--- src/rtl/noise_voice_sched.sv ---
// Time-multiplexed Galois-LFSR noise generator: one shared datapath sweeps NUM_VOICES voices per sample_tick.
// Optional sweep mix output is built when NOISE_SCHED_MIX_EN is defined; otherwise mix_valid/mix_sample read 0.
module noise_voice_sched #(
  parameter int          NUM_VOICES = 4,
  parameter int          PERIOD_W   = 17,
  parameter logic [15:0] LFSR_SEED  = 16'hACE1,
  parameter logic [15:0] LFSR_TAPS  = 16'hD008,
  localparam int         VW         = $clog2(NUM_VOICES)
) (
  input  logic                 clk,
  input  logic                 rst,
  input  logic                 sample_tick,
  input  logic                 cfg_valid,
  output logic                 cfg_ready,
  input  logic [VW-1:0]        cfg_voice,
  input  logic [PERIOD_W-1:0]  cfg_period,
  input  logic                 cfg_en,
  output logic                 out_valid,
  output logic [VW-1:0]        out_voice,
  output logic signed [15:0]   out_sample,
  output logic                 mix_valid,
  output logic signed [15+VW:0] mix_sample,
  output logic                 overrun
);

  localparam logic [1:0] S_IDLE = 2'd0;
  localparam logic [1:0] S_SCAN = 2'd1;
  localparam logic [1:0] S_DONE = 2'd2;

  logic [1:0]          state;
  logic [VW-1:0]       idx;
  logic [15:0]         lfsr    [NUM_VOICES];
  logic [PERIOD_W-1:0] counter [NUM_VOICES];
  logic [PERIOD_W-1:0] period  [NUM_VOICES];
  logic                en      [NUM_VOICES];

  logic                cfg_accept;
  logic signed [15:0]  svc_sample;
  logic [15:0]         svc_lfsr_next;

  assign cfg_ready  = (state == S_IDLE);
  assign cfg_accept = cfg_valid && cfg_ready && (int'(cfg_voice) < NUM_VOICES);

  // Sample is taken from the LFSR value before this service's step.
  // NOTE: every signal driven in always_comb gets a default first, so no path can infer a latch.
  always_comb begin
    svc_sample    = 16'sh0000;
    svc_lfsr_next = {1'b0, lfsr[idx][15:1]} ^ (lfsr[idx][0] ? LFSR_TAPS : 16'h0000);
    if (en[idx]) begin
      svc_sample = lfsr[idx][0] ? 16'sh7FFF : 16'sh8000;
    end
  end

  // NOTE: per-voice state is a small register file (not RAM), so it is reset explicitly in a loop.
  // NOTE: sequential state uses non-blocking assignments only, so all flops update from pre-edge values.
  always_ff @(posedge clk or negedge rst) begin
    if (!rst) begin
      state      <= S_IDLE;
      idx        <= '0;
      out_valid  <= 1'b0;
      out_voice  <= '0;
      out_sample <= '0;
      overrun    <= 1'b0;
      for (int v = 0; v < NUM_VOICES; v++) begin
        lfsr[v]    <= LFSR_SEED;
        counter[v] <= '0;
        period[v]  <= '0;
        en[v]      <= 1'b0;
      end
    end else begin
      overrun   <= sample_tick && (state != S_IDLE);
      out_valid <= 1'b0;
      case (state)
        S_IDLE: begin
          if (cfg_accept) begin
            period[cfg_voice]  <= cfg_period;
            en[cfg_voice]      <= cfg_en;
            counter[cfg_voice] <= '0;
          end
          if (sample_tick) begin
            state <= S_SCAN;
            idx   <= '0;
          end
        end
        S_SCAN: begin
          out_valid  <= 1'b1;
          out_voice  <= idx;
          out_sample <= svc_sample;
          if (en[idx]) begin
            if (counter[idx] >= period[idx]) begin
              lfsr[idx]    <= svc_lfsr_next;
              counter[idx] <= '0;
            end else begin
              counter[idx] <= counter[idx] + 1'b1;
            end
          end
          if (idx == VW'(NUM_VOICES - 1)) state <= S_DONE;
          else                            idx   <= idx + 1'b1;
        end
        S_DONE:  state <= S_IDLE;
        default: state <= S_IDLE;
      endcase
    end
  end

`ifdef NOISE_SCHED_MIX_EN
  logic signed [15+VW:0] acc;

  always_ff @(posedge clk or negedge rst) begin
    if (!rst) begin
      acc        <= '0;
      mix_valid  <= 1'b0;
      mix_sample <= '0;
    end else begin
      mix_valid <= 1'b0;
      if (state == S_IDLE && sample_tick) begin
        acc <= '0;
      end else if (state == S_SCAN) begin
        acc <= acc + {{VW{svc_sample[15]}}, svc_sample};
      end else if (state == S_DONE) begin
        mix_valid  <= 1'b1;
        mix_sample <= acc;
      end
    end
  end
`else
  assign mix_valid  = 1'b0;
  assign mix_sample = '0;
`endif

endmodule

--- config.mk ---
export PLATFORM = sky130hd
export DESIGN_NAME = noise_voice_sched
export DESIGN_NICKNAME = d
export VERILOG_FILES = /design/src/rtl/noise_voice_sched.sv
export SDC_FILE = /design/constraint.sdc
export NUM_CORES = 1
export LEC_CHECK = 0
export ABC_AREA = 1
export CORE_MARGIN = 3
export CORE_UTILIZATION = 48
export CTS_CLUSTER_SIZE = 28
export DETAILED_ROUTE_END_ITERATION = 16
export MAX_ROUTING_LAYER = met4
export PLACE_DENSITY = 0.66
export SYNTH_ARGS = -nofsm -noshare
export SYNTH_HDL_FRONTEND = slang
export SYNTH_SLANG_ARGS = --single-unit
--- constraint.sdc ---
create_clock -name clk -period 3.69 [get_ports clk]
set_input_delay 1.107 -clock clk [delete_from_list [all_inputs] [get_ports clk]]
set_output_delay 1.107 -clock clk [all_outputs]
set_load 0.01 [all_outputs]
run_1/final_congestion.png
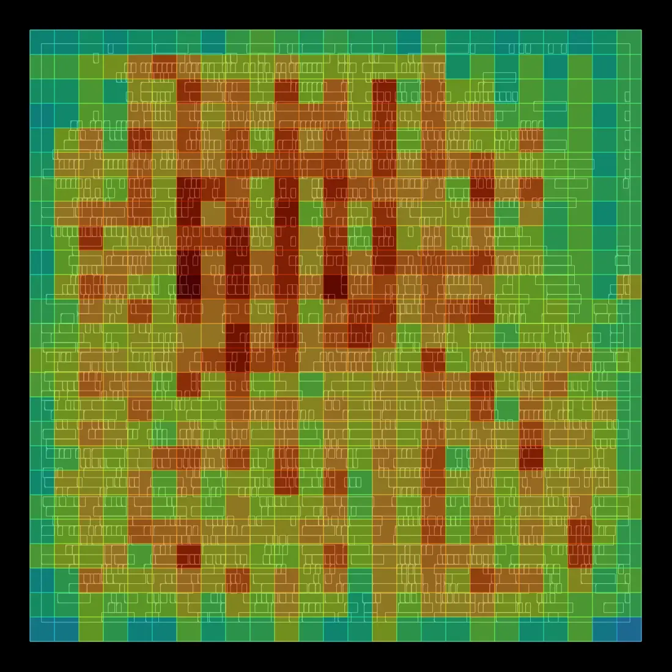
Wirelength per Cell: 17.3 um
GRT Total Usage: 27.5%

run_1/gate_families.png
The bar under the picture is 50 um long.
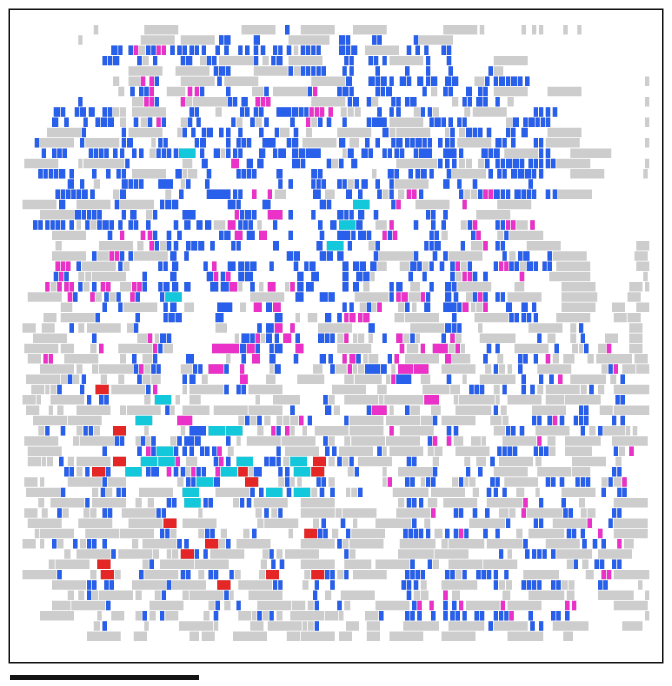
Key: NAND gates = blue [cells 1030, most used nand2_1, where spread over the die]; AND-OR and OR-AND gates = red [cells 17, most used a32o_1]; adder and majority cells = cyan [cells 22, most used ha_1]; NOR gates = magenta [cells 165, most used nor2_1]
non-filler instance count after layout: 2312
Top cell excl fill/tap: nand2_1
logic share of the area: 46.4%

==> impl_metrics.json, run 1 <==
{
  "start_kind": "flop",
  "cts_tree": "built",
  "fmax_mhz": 296,
  "fp_util_pct": 49.1,
  "rsz0062_at_grt": "no",
  "cp_data_arrival_time_ns": 3.81,
  "dieArea_um2": 29800,
  "synth_cells": 1931,
  "grt_pass1_vias": 11900,
  "numCtsBuffers": 26,
  "fin_skew_ns": 0.0186,
  "diodes": 0,
  "setup_tns_ns": 0,
  "top_cell_area_share_pct": 34.2,
  "vias": 12700,
  "status": "completed",
  "clock-root-buffer": "clkbuf_16",
  "grt_max_degree": 75,
  "io_pins": 64,
  "drt_first_iter_violations": 1257,
  "place_hpwl_mm": 26.8,
  "portBuffers": 44,
  "hold_class": "flop to flop",
  "drive_gt1_share_pct": 10.9,
  "max-clock-path-buffers": 3,
  "cap_violations": 0,
  "syn_avg_cell_area_um2": 6.89,
  "ys.flops": 214,
  "slew_viol_final": 0,
  "hold_violations": 0,
  "top_area_cell": "dfrtp_1",
  "die-width_um": 173,
  "yosysUniqueCellTypes": 41,
  "critPathCaptureType": "flop",
  "yosysWarnings": 0,
  "clock_latency_ns": 0.54,
  "finalClockPeriodUsage_pct": 91.6,
  "fin_crit_ns": 3.38,
  "final_cell_mix": "nand2_1 (833), dfrtp_1 (181), nand3_1 (158), o21ai_0 (143), nor2_1 (135)",
  "nets": 1966,
  "holdWs_ns": 0.460,
  "netlist_area_um2": 13300,
  "postSynthSeqShare_pct": 40.5,
  "ff_type": "dfrtp_1",
  "setup_viol": 0,
  "clk_pin_slew_ns": 0.06,
  "die_h_um": 173,
  "area_growth_syn_to_layout_pct": 11.7,
  "yosysChipArea_um2": 13300,
  "drtAntennaViolNets": 0,
  "drtPass1Iterations": 8,
  "drt_wl_total_mm": 40.1,
  "grt_pass1_wl_mm": 65.5,
  "synthArstFlopShare_pct": 100,
  "top_cells_by_area": "dfrtp_1 (34%), nand2_1 (23%), dfstp_2 (6.3%)",
  "htreeDepth": 1
}
run_1/zoom.png
The bar under the picture is 10 um long. Region (109, 23) to (149, 63) um. Cells in grey, sequential cells in the stronger grey; small squares are vias.
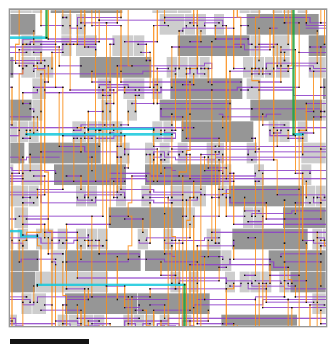
Key: met3 = cyan; met2 = orange; met1 = purple; met4 = green
Netlist names of flops here include lfsr (19), overrun (1). Sequential cells in the window: 20. 121 logic cells have their middle in the window. Most frequent: nand2_1 (63), dfrtp_1 (13), o21ai_0 (12).

==> run 1: cell families after synthesis <==
family | Yosys count | share of synthesized area, %
adders and majority gates | 22 | 2.07
AOI/OAI and AO/OA | 273 | 11.6
DFF | 214 | 40.5
and+or+nand+nor | 1195 | 37.3
xor gates and xnor gates | 3 | 0.197
buffers and inverters | 223 | 8.22
other | 1 | 0.0282
==> run 1: synth_stat cells (13+ instances only) <==
cell type,instances
nor2_1,136
buf_2,41
a32o_1,16
nor2_2,14
inv_2,16
a21oi_1,75
clkbuf_1,47
buf_4,40
dfstp_2,32
ha_1,22
nand2_2,20
o22ai_1,15
dfrtp_1,182
nand2_1,833
o21ai_0,143
a21oi_2,13
nand3_1,158
inv_1,61
==> run 1: critical path, stage by stage (launching register included) <==
cell	delay [ns]
dfrtp_4	0.46
buf_12	0.30
nand2_1	0.22
nand2_1	0.12
nand2_1	0.06
nand2_2	0.17
ha_1	0.29
nand2_1	0.08
nand2_1	0.05
nand2_1	0.05
nand2_1	0.05
nand2_1	0.06
nand2_1	0.05
nand2_1	0.08
nand3_1	0.12
nor2_4	0.12
buf_12	0.19
nand3_1	0.14
nand2_4	0.22
inv_2	0.18
nor2_1	0.16
a21oi_2	0.04
==> run 1: repair_timing <==
| action | CTS | global route |
|---|---|---|
| hold buffers | 0 | 0 |
| endpoints found under the setup margin | 0 | 16 |
| setup buffers | 0 | 0 |
| gates resized | 0 | 1 |
==> run 1: path summary, 6_finish.rpt <==
kind / from / to / slack [ns] / cells after the start
setup / recovery: idx[0] / counter[50] / 0.31 / 21
hold / removal: lfsr[7] / lfsr[7] / 0.46 / 2
setup reg to reg: idx[0] / counter[50] / 0.31 / 21
hold reg to reg: lfsr[7] / lfsr[7] / 0.46 / 2
max in group asynchronous: rst / period[56] / 2.37 / 2
min in group asynchronous: rst / lfsr[50] / 0.55 / 1
==> run 1: metrics by stage <==
stage	std cells	setup slack, ns	area (um2)	util [%]
finish	2312	0.309	14900	54.9
global route	2312	0.0315	14900	54.9
CTS	2312	0.277	14900	54.8
detailed placement	2264	0.289	13900	51.3
global placement	2264	0.336	13900	51.3
floorplan	1949	0.383	13400	-
==> run 1: per-layer routing <==
layer | wire, um | share of wire (%) | vias up | track usage, %
met4 | 927 | 2.3 | 0 | 6.62
li1 | - | - | 6106 | -
met5 | 0 | 0 | - | -
met1 | 18000 | 45 | 5966 | 39.8
met2 | 18100 | 45 | 520 | 41.4
met3 | 3100 | 7.7 | 70 | 3.29
==> run 1: final cells by class <==
class                   instances  area [um2]
clock buffers                  36         769
well taps                     372         465
multi-input cells            1512        6900
repair buffers                 83         826
clock inverters                12         194
inverters                      83         317
flip-flops and latches        214        5400
fillers                      2614       12200
==> run 1: registers in the layout, summed over array words and instances, names as in the netlist <==
signal,flops
lfsr,64
out_sample,2
counter,68
state,2
out_valid,1
idx,2
en,4
period,68
out_voice,2
overrun,1
run_1/met1.png
The bar under the picture is 50 um long. Supply wires on this layer in grey.
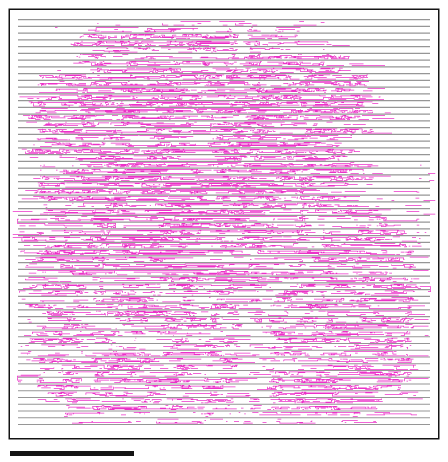

==> inputs of run 2 (changes only) <==
- CORE_UTILIZATION: 48 -> 45
- PLACE_DENSITY: 0.66 -> unset
run_2/met1.png
The bar under the picture is 50 um long. Supply wires on this layer in grey.
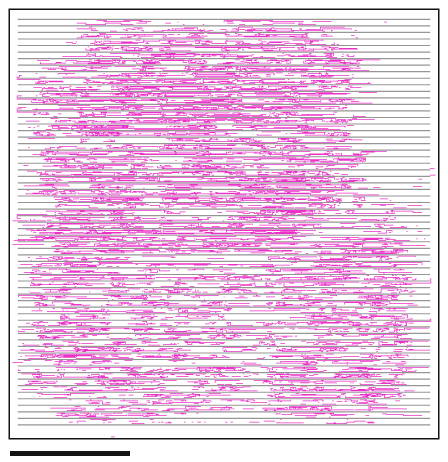
1792 nets have wire on it. The longest straight run is 59.3 um. The wires run mostly horizontal. The layer holds 48% of the routed length.
vias: 12500
grt met1 use: 37.8%

run_2/zoom.png
The bar under the picture is 10 um long. Region (113, 24) to (153, 64) um. Cells in grey, sequential cells in the stronger grey; small squares are vias.
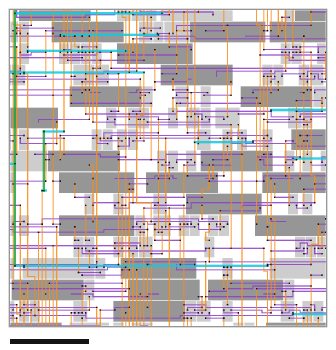
Key: met3 = cyan; met2 = orange; met4 = green; met1 = purple
Netlist names of flops here include lfsr (22). 111 logic cells have their middle in the window. Most frequent: nand2_1 (57), dfrtp_1 (14), o21ai_0 (11). Sequential cells in the window: 22.

==> run 2 against run 1 <==
  * First-iteration DRC count shrank 12%
  * Core utilization shrank 3.3 points
  * Sequential cell count is the same
  * Synthesized cell count is the same
  * Routed wire length is essentially flat
  * Setup slack lost 0.097 ns
  * Synthesized area is the same
  * Non-clock buffer count grew 9
  * Global-route usage shrank 1.4 points
  * Largest cell class unchanged
==> impl_metrics.json, run 2 <==
{
  "status": "completed",
  "rr_endpoint": "counter[15]",
  "place_hpwl_mm": 26.8,
  "htreeDepth": 1,
  "hold_class": "flop to flop",
  "dieArea_um2": 31700,
  "postSynthSeqShare_pct": 40.5,
  "synth.cellmix.simpleShare_pct": 37.3,
  "critPathCaptureType": "flop",
  "cpMostUsedCell": "nand2_1",
  "ff_type": "dfrtp_1",
  "wl_per_cell_um": 17.2,
  "die-width_um": 178,
  "crit_path_max_incr_delay_ns": 0.51,
  "reg2reg_setup_slack_ns": 0.21,
  "start_kind": "flop",
  "portBuffers": 44,
  "grt_pass1_vias": 11600,
  "slew_viol_final": 0,
  "compound_area_share_pct": 11.6,
  "die_h_um": 178,
  "cp_data_arrival_time_ns": 3.90,
  "min_to": "lfsr[54]",
  "grt.total_usage_pct": 26.1,
  "drt_wl_total_mm": 40.1,
  "synth_cells": 1931,
  "final_cell_mix": "nand2_1 (832), dfrtp_1 (181), nand3_1 (158), o21ai_0 (143), nor2_1 (135)",
  "yosysUniqueCellTypes": 41,
  "synthArstFlopShare_pct": 100,
  "fin_skew_ns": 0.0180,
  "diodes": 0,
  "drtAntennaViolNets": 0,
  "top_cells_by_area": "dfrtp_1 (34%), nand2_1 (23%), dfstp_2 (6.3%)",
  "ys.flops": 214,
  "netlist_area_um2": 13300,
  "layout_top_cell": "nand2_1",
  "cp_cell_sequence": "buf_4, nand2_1, nand3_1, nand2_1, inv_1, ha_1, nand2_1, nand2_1, nand2_1, nand2_1, a21oi_2, nand3_1, nor2_4, nand3_1, nand2_4, inv_2, nor2_1, a21oi_2",
  "cap_violations": 0,
  "area_growth_syn_to_layout_pct": 12.0,
  "top_area_cell": "dfrtp_1",
  "grt_pass1_wl_mm": 64.2,
  "cts_tree": "built",
  "cp_top_family": "simple AND/OR/NAND/NOR gates",
  "rows": 62,
  "ys_cells": 1931,
  "io_pins": 64,
  "finalClockPeriodUsage_pct": 94.3,
  "logic_family": "simple AND/OR/NAND/NOR gates",
  "fa_ha_area_share_pct": 2.07,
  "finalWorstSetupSlack_ns": 0.212,
  "nets": 1976,
  "setup_viol": 0,
  "reg_top3": "counter: 68 flops, period: 68 flops, lfsr: 64 flops",
  "fp_util_pct": 46.0,
  "clock-root-buffer": "clkbuf_16",
  "grt_max_degree": 96,
  "holdCritStartpoint": "lfsr[54]",
  "dp_slack_ns": 0.238,
  "crit_slowest_cell": "dfrtp_4",
  "yosysChipArea_um2": 13300,
  "yosysMostFrequentCell": "nand2_1",
  "max-clock-path-buffers": 3,
  "r2r-start": "idx[0]",
  "mux_share_pct": 0,
  "clk_pin_slew_ns": 0.06,
  "numCtsBuffers": 27,
  "crit_buf_inv": 3,
  "xor_share_pct": 0.197,
  "synthTopCellsByCount": "nand2_1 (833), dfrtp_1 (182), nand3_1 (158)",
  "fmax_mhz": 287,
  "clock_latency_ns": 0.54
}
run_2/final_congestion.png
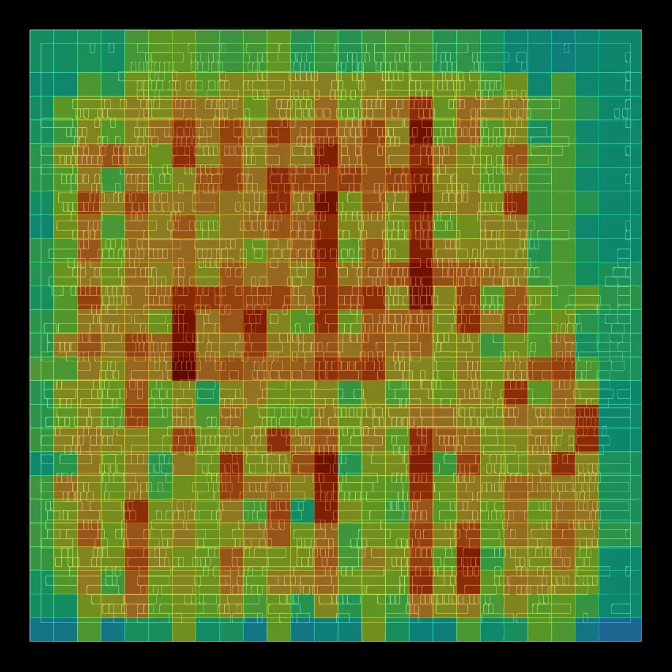
GRT met3 Usage: 3.94%
GR Util met2: 38.3%
Core Util, Final: 51.5%

run 2: what timing repair did:
action / CTS / global route
hold buffers: 0 / 0
buffers inserted: 0 / 4
gates resized: 0 / 2
hold endpoints to repair: 0 / 0
endpoints found under the setup margin: 0 / 27
run 2: worst max-delay path by stage:
stage	slack (ns)	from	depth (start not counted)	endpoint
floorplan	0.38	idx[0]	21	counter[13]
global placement	0.31	idx[0]	15	counter[33]
detailed placement	0.24	idx[0]	19	counter[9]
CTS	0.21	idx[0]	19	counter[9]
global route	-0.02	idx[0]	18	counter[14]
finish	0.21	idx[0]	18	counter[15]
run 2: per-stage QoR:
step | TNS (ns) | instances | cell area, um2
after detailed placement | 0 | 2281 | 14000
after CTS | 0 | 2330 | 14900
after floorplan | 0 | 1949 | 13400
after global routing | -0.0155 | 2334 | 14900
after global placement | 0 | 2281 | 14000
final | 0 | 2334 | 14900
run 2: worst register-to-register path: stages (launching register included):
cell,delay (ns)
dfrtp_4,0.51
buf_4,0.26
nand2_1,0.11
nand3_1,0.13
nand2_1,0.20
inv_1,0.13
ha_1,0.37
nand2_1,0.08
nand2_1,0.05
nand2_1,0.05
nand2_1,0.06
a21oi_2,0.14
nand3_1,0.13
nor2_4,0.26
nand3_1,0.18
nand2_4,0.24
inv_2,0.22
nor2_1,0.17
a21oi_2,0.04
run 2: logic make-up (layout without fill, tap and decap cells):
family                     after synthesis  count (layout)
AOI/OAI and AO/OA                      273             273
xor gates and xnor gates                 3               3
adders and majority gates               22              22
buffers and inverters                  223             224
DFF                                    214             214
other                                    1              19
and+or+nand+nor                       1195            1195
run 2: cell type report:
cell class                 instances  area, um2
fill                            2863      14000
inverter                          83        317
sequential                       214       5400
timing repair buffer              92        893
multi-input combinational       1512       6900
clock buffer                      38        797
tap                              384        480
clock inverter                    11        126
run 2: per-layer routing:
metal  global-route usage, %  wire (um)  up-vias  part of all wire, %
li1                        -          -     6133                    -
met4                    6.51        936        0                  2.3
met2                    38.3      17200      398                   43
met3                    3.94       2760       63                  6.9
met5                       -          0        -                    0
met1                    37.8      19100     5864                   48
==> inputs of run 3 (changes only) <==
- CORE_UTILIZATION: 45 -> 40
- MAX_ROUTING_LAYER: met4 -> unset
==> run 3 against run 2 <==
  * Register-to-register slack improved by 0.04 ns
  * Core utilization fell by 5.9 points
  * Sequential share of layout area barely moved
  * Design area barely moved
  * Global-route usage fell by 3.1 points
  * Non-clock buffer count fell by 4
  * Synthesized cell count did not move
  * Routed wire length rose by 2.4%
  * Clock skew rose by 0.0026 ns
  * Largest cell class unchanged
  * Setup slack improved by 0.039 ns
==> impl_metrics.json, run 3 <==
{
  "status": "completed",
  "cp_cell_sequence": "buf_12, nand2_1, nand2_1, nand2_1, nand2_1, ha_1, nand2_1, nor2_1, nand2_1, nand3b_1, nand3_1, nor2_4, nand3_1, nand2_4, inv_2, nor2_1, a21oi_2",
  "met1_length_mm": 18.4,
  "layout_top_cell": "nand2_1",
  "yosysChipArea_um2": 13300,
  "drtAntennaViolNets": 0,
  "area_growth_syn_to_layout_pct": 12.0,
  "yosysWarnings": 0,
  "postSynthSeqShare_pct": 40.5,
  "cpMostUsedCell": "nand2_1",
  "yosysMostFrequentCell": "nand2_1",
  "crit_slowest_cell": "dfrtp_4",
  "reg_top3": "counter: 68 flops, period: 68 flops, lfsr: 64 flops",
  "fin_skew_ns": 0.0206,
  "nets": 1971,
  "dieArea_um2": 35500,
  "drc_errors": 0,
  "ys_cells": 1931,
  "ff_type": "dfrtp_1",
  "drt_first_iter_violations": 1083,
  "io_pins": 64,
  "holdCritStartpoint": "lfsr[22]",
  "drtPass1Iterations": 6,
  "netlist_area_um2": 13300,
  "grt_pass1_vias": 12000,
  "fin_crit_ns": 3.44,
  "gp_congestion": 0.999,
  "fmax_mhz": 291,
  "cp_top_family": "simple AND/OR/NAND/NOR gates",
  "ys.flops": 214,
  "cts_sinks": 214,
  "die_h_um": 188,
  "critPathCaptureType": "flop",
  "grt_max_degree": 76,
  "synthArstFlopShare_pct": 100,
  "cap_violations": 0,
  "portBuffers": 44,
  "drt_wl_total_mm": 41.0,
  "hold_buffers": 0,
  "clk_pin_slew_ns": 0.06,
  "top_cells_by_area": "dfrtp_1 (34%), nand2_1 (23%), dfstp_2 (6.3%)",
  "clock-root-buffer": "clkbuf_16",
  "die-width_um": 188,
  "setup_tns_ns": 0,
  "max-clock-path-buffers": 3,
  "min_to": "lfsr[22]",
  "clock_latency_ns": 0.54,
  "htreeDepth": 1,
  "rows": 66,
  "slew_viol_final": 0,
  "final_cell_mix": "nand2_1 (833), dfrtp_1 (181), nand3_1 (158), o21ai_0 (143), nor2_1 (135)",
  "r2r-start": "idx[0]",
  "setup_viol": 0,
  "avgViaCountPerCell": 5.21,
  "rr_endpoint": "counter[15]",
  "place_hpwl_mm": 27.7,
  "hold_class": "flop to flop",
  "yosysUniqueCellTypes": 41,
  "numCtsBuffers": 26,
  "vias": 12400,
  "reg2reg_setup_slack_ns": 0.25,
  "top_cell_area_share_pct": 34.2,
  "dr_wl_met2_mm": 18.4,
  "grt_pass1_wl_mm": 66.5,
  "grt.total_usage_pct": 23.0,
  "diodes": 0,
  "crit_path_max_incr_delay_ns": 0.44,
  "cts_tree": "built",
  "synth_cells": 1931,
  "top_area_cell": "dfrtp_1",
  "wl_met3_mm": 2.68,
  "slew_headroom_pct": 43.8,
  "top_layer_used": "met5",
  "start_kind": "flop",
  "fp_util_pct": 40.7,
  "crit_buf_inv": 2,
  "crit_type": "flop to flop",
  "synthTopCellsByCount": "nand2_1 (833), dfrtp_1 (182), nand3_1 (158)",
  "syn_avg_cell_area_um2": 6.89,
  "finalClockPeriodUsage_pct": 93.2,
  "cp_data_arrival_time_ns": 3.85
}
run 3: area by class of cell:
class                   count  area (um2)
clock buffers              39         771
well taps                 442         553
inverters                  83         314
fillers                  3405       17800
repair buffers             88         880
multi-input cells        1512        6900
clock inverters             7        95.1
flip-flops and latches    214        5400
run 3: worst max path at each step:
stage                       from           to  depth (start not counted)
after floorplan           idx[0]  counter[13]                         21
after global placement    idx[0]  counter[64]                         19
after detailed placement  idx[0]  counter[64]                         17
after CTS                 idx[0]  counter[64]                         17
after global routing      idx[0]  counter[14]                         21
final                     idx[0]  counter[15]                         17
run 3: routing by layer:
layer / GRT usage (%) / up-vias
met1: 32.5 / 5788
met4: 7.53 / 2
met2: 36.1 / 416
met5: 0 / -
met3: 3.67 / 92
li1: - / 6132
run 3: stage by stage:
stage	setup slack [ns]	instances	cell area (um2)	hold WS, ns
detailed placement	0.265	2339	14000	0.451
floorplan	0.383	1949	13400	0.437
global route	0.000648	2385	14900	0.478
finish	0.250	2385	14900	0.459
CTS	0.249	2385	14900	0.461
global placement	0.341	2339	14000	0.448
run 3: what timing repair did:
item,in CTS,in global routing
gates resized,0,1
setup endpoints to repair,0,42
setup buffers,0,0
run 3: tightest hold or removal path, delay by kind of cell (launching register included):
kind	cells	cell delay (ns)
flip-flops	1	0.36
AND/OR/NAND/NOR	2	0.09
run 3: cells by family (layout without fill, tap and decap cells):
kind of cell / count (synthesis) / after routing / share of synthesized area, %
AND-OR/OR-AND: 273 / 273 / 11.6
XOR/XNOR: 3 / 3 / 0.197
adder cells (fa/ha/maj): 22 / 22 / 2.07
buffers and inverters: 223 / 217 / 8.22
flip-flops: 214 / 214 / 40.5
other: 1 / 19 / 0.0282
AND/OR/NAND/NOR: 1195 / 1195 / 37.3
run_3/final_congestion.png
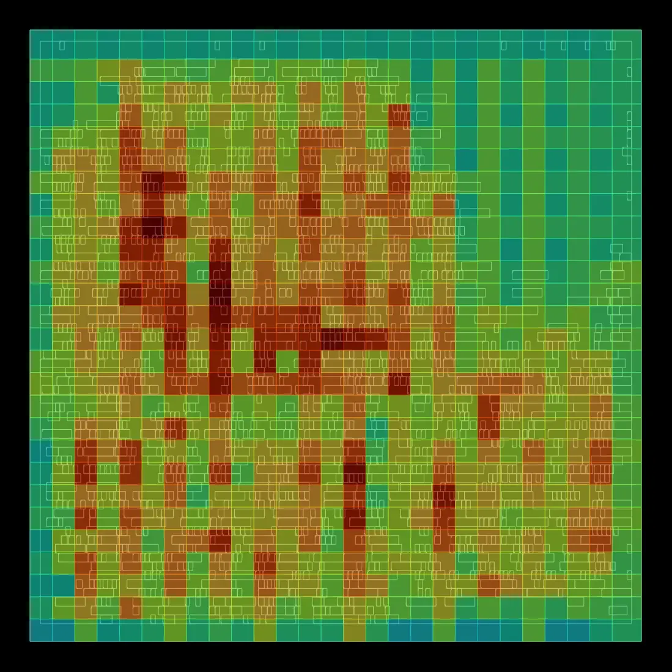
Wirelength per Cell: 17.2 um
Core Util, Final: 45.6%

run_3/zoom.png
The bar under the picture is 10 um long. Region (121, 27) to (161, 67) um. Cells in grey, sequential cells in the stronger grey; small squares are vias.
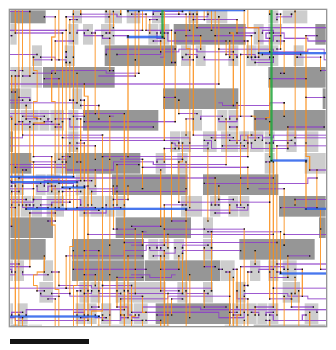
Key: met4 = green; met3 = blue; met1 = purple; met2 = orange
116 logic cells have their middle in the window. Netlist names of flops here include lfsr (18). Most frequent: nand2_1 (62), o21ai_0 (15), dfstp_2 (12). Sequential cells in the window: 18.

run_3/met1.png
The bar under the picture is 50 um long. Supply wires on this layer in grey.
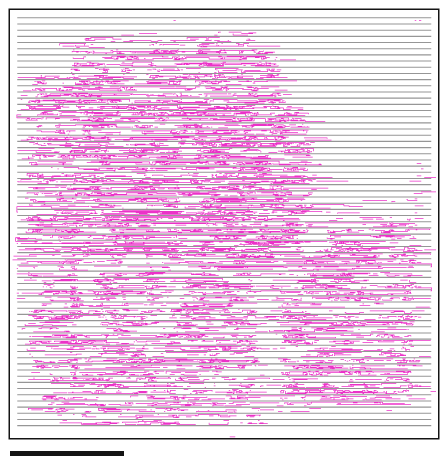
The wires run mostly horizontal. The layer carries 18400 um of wire.

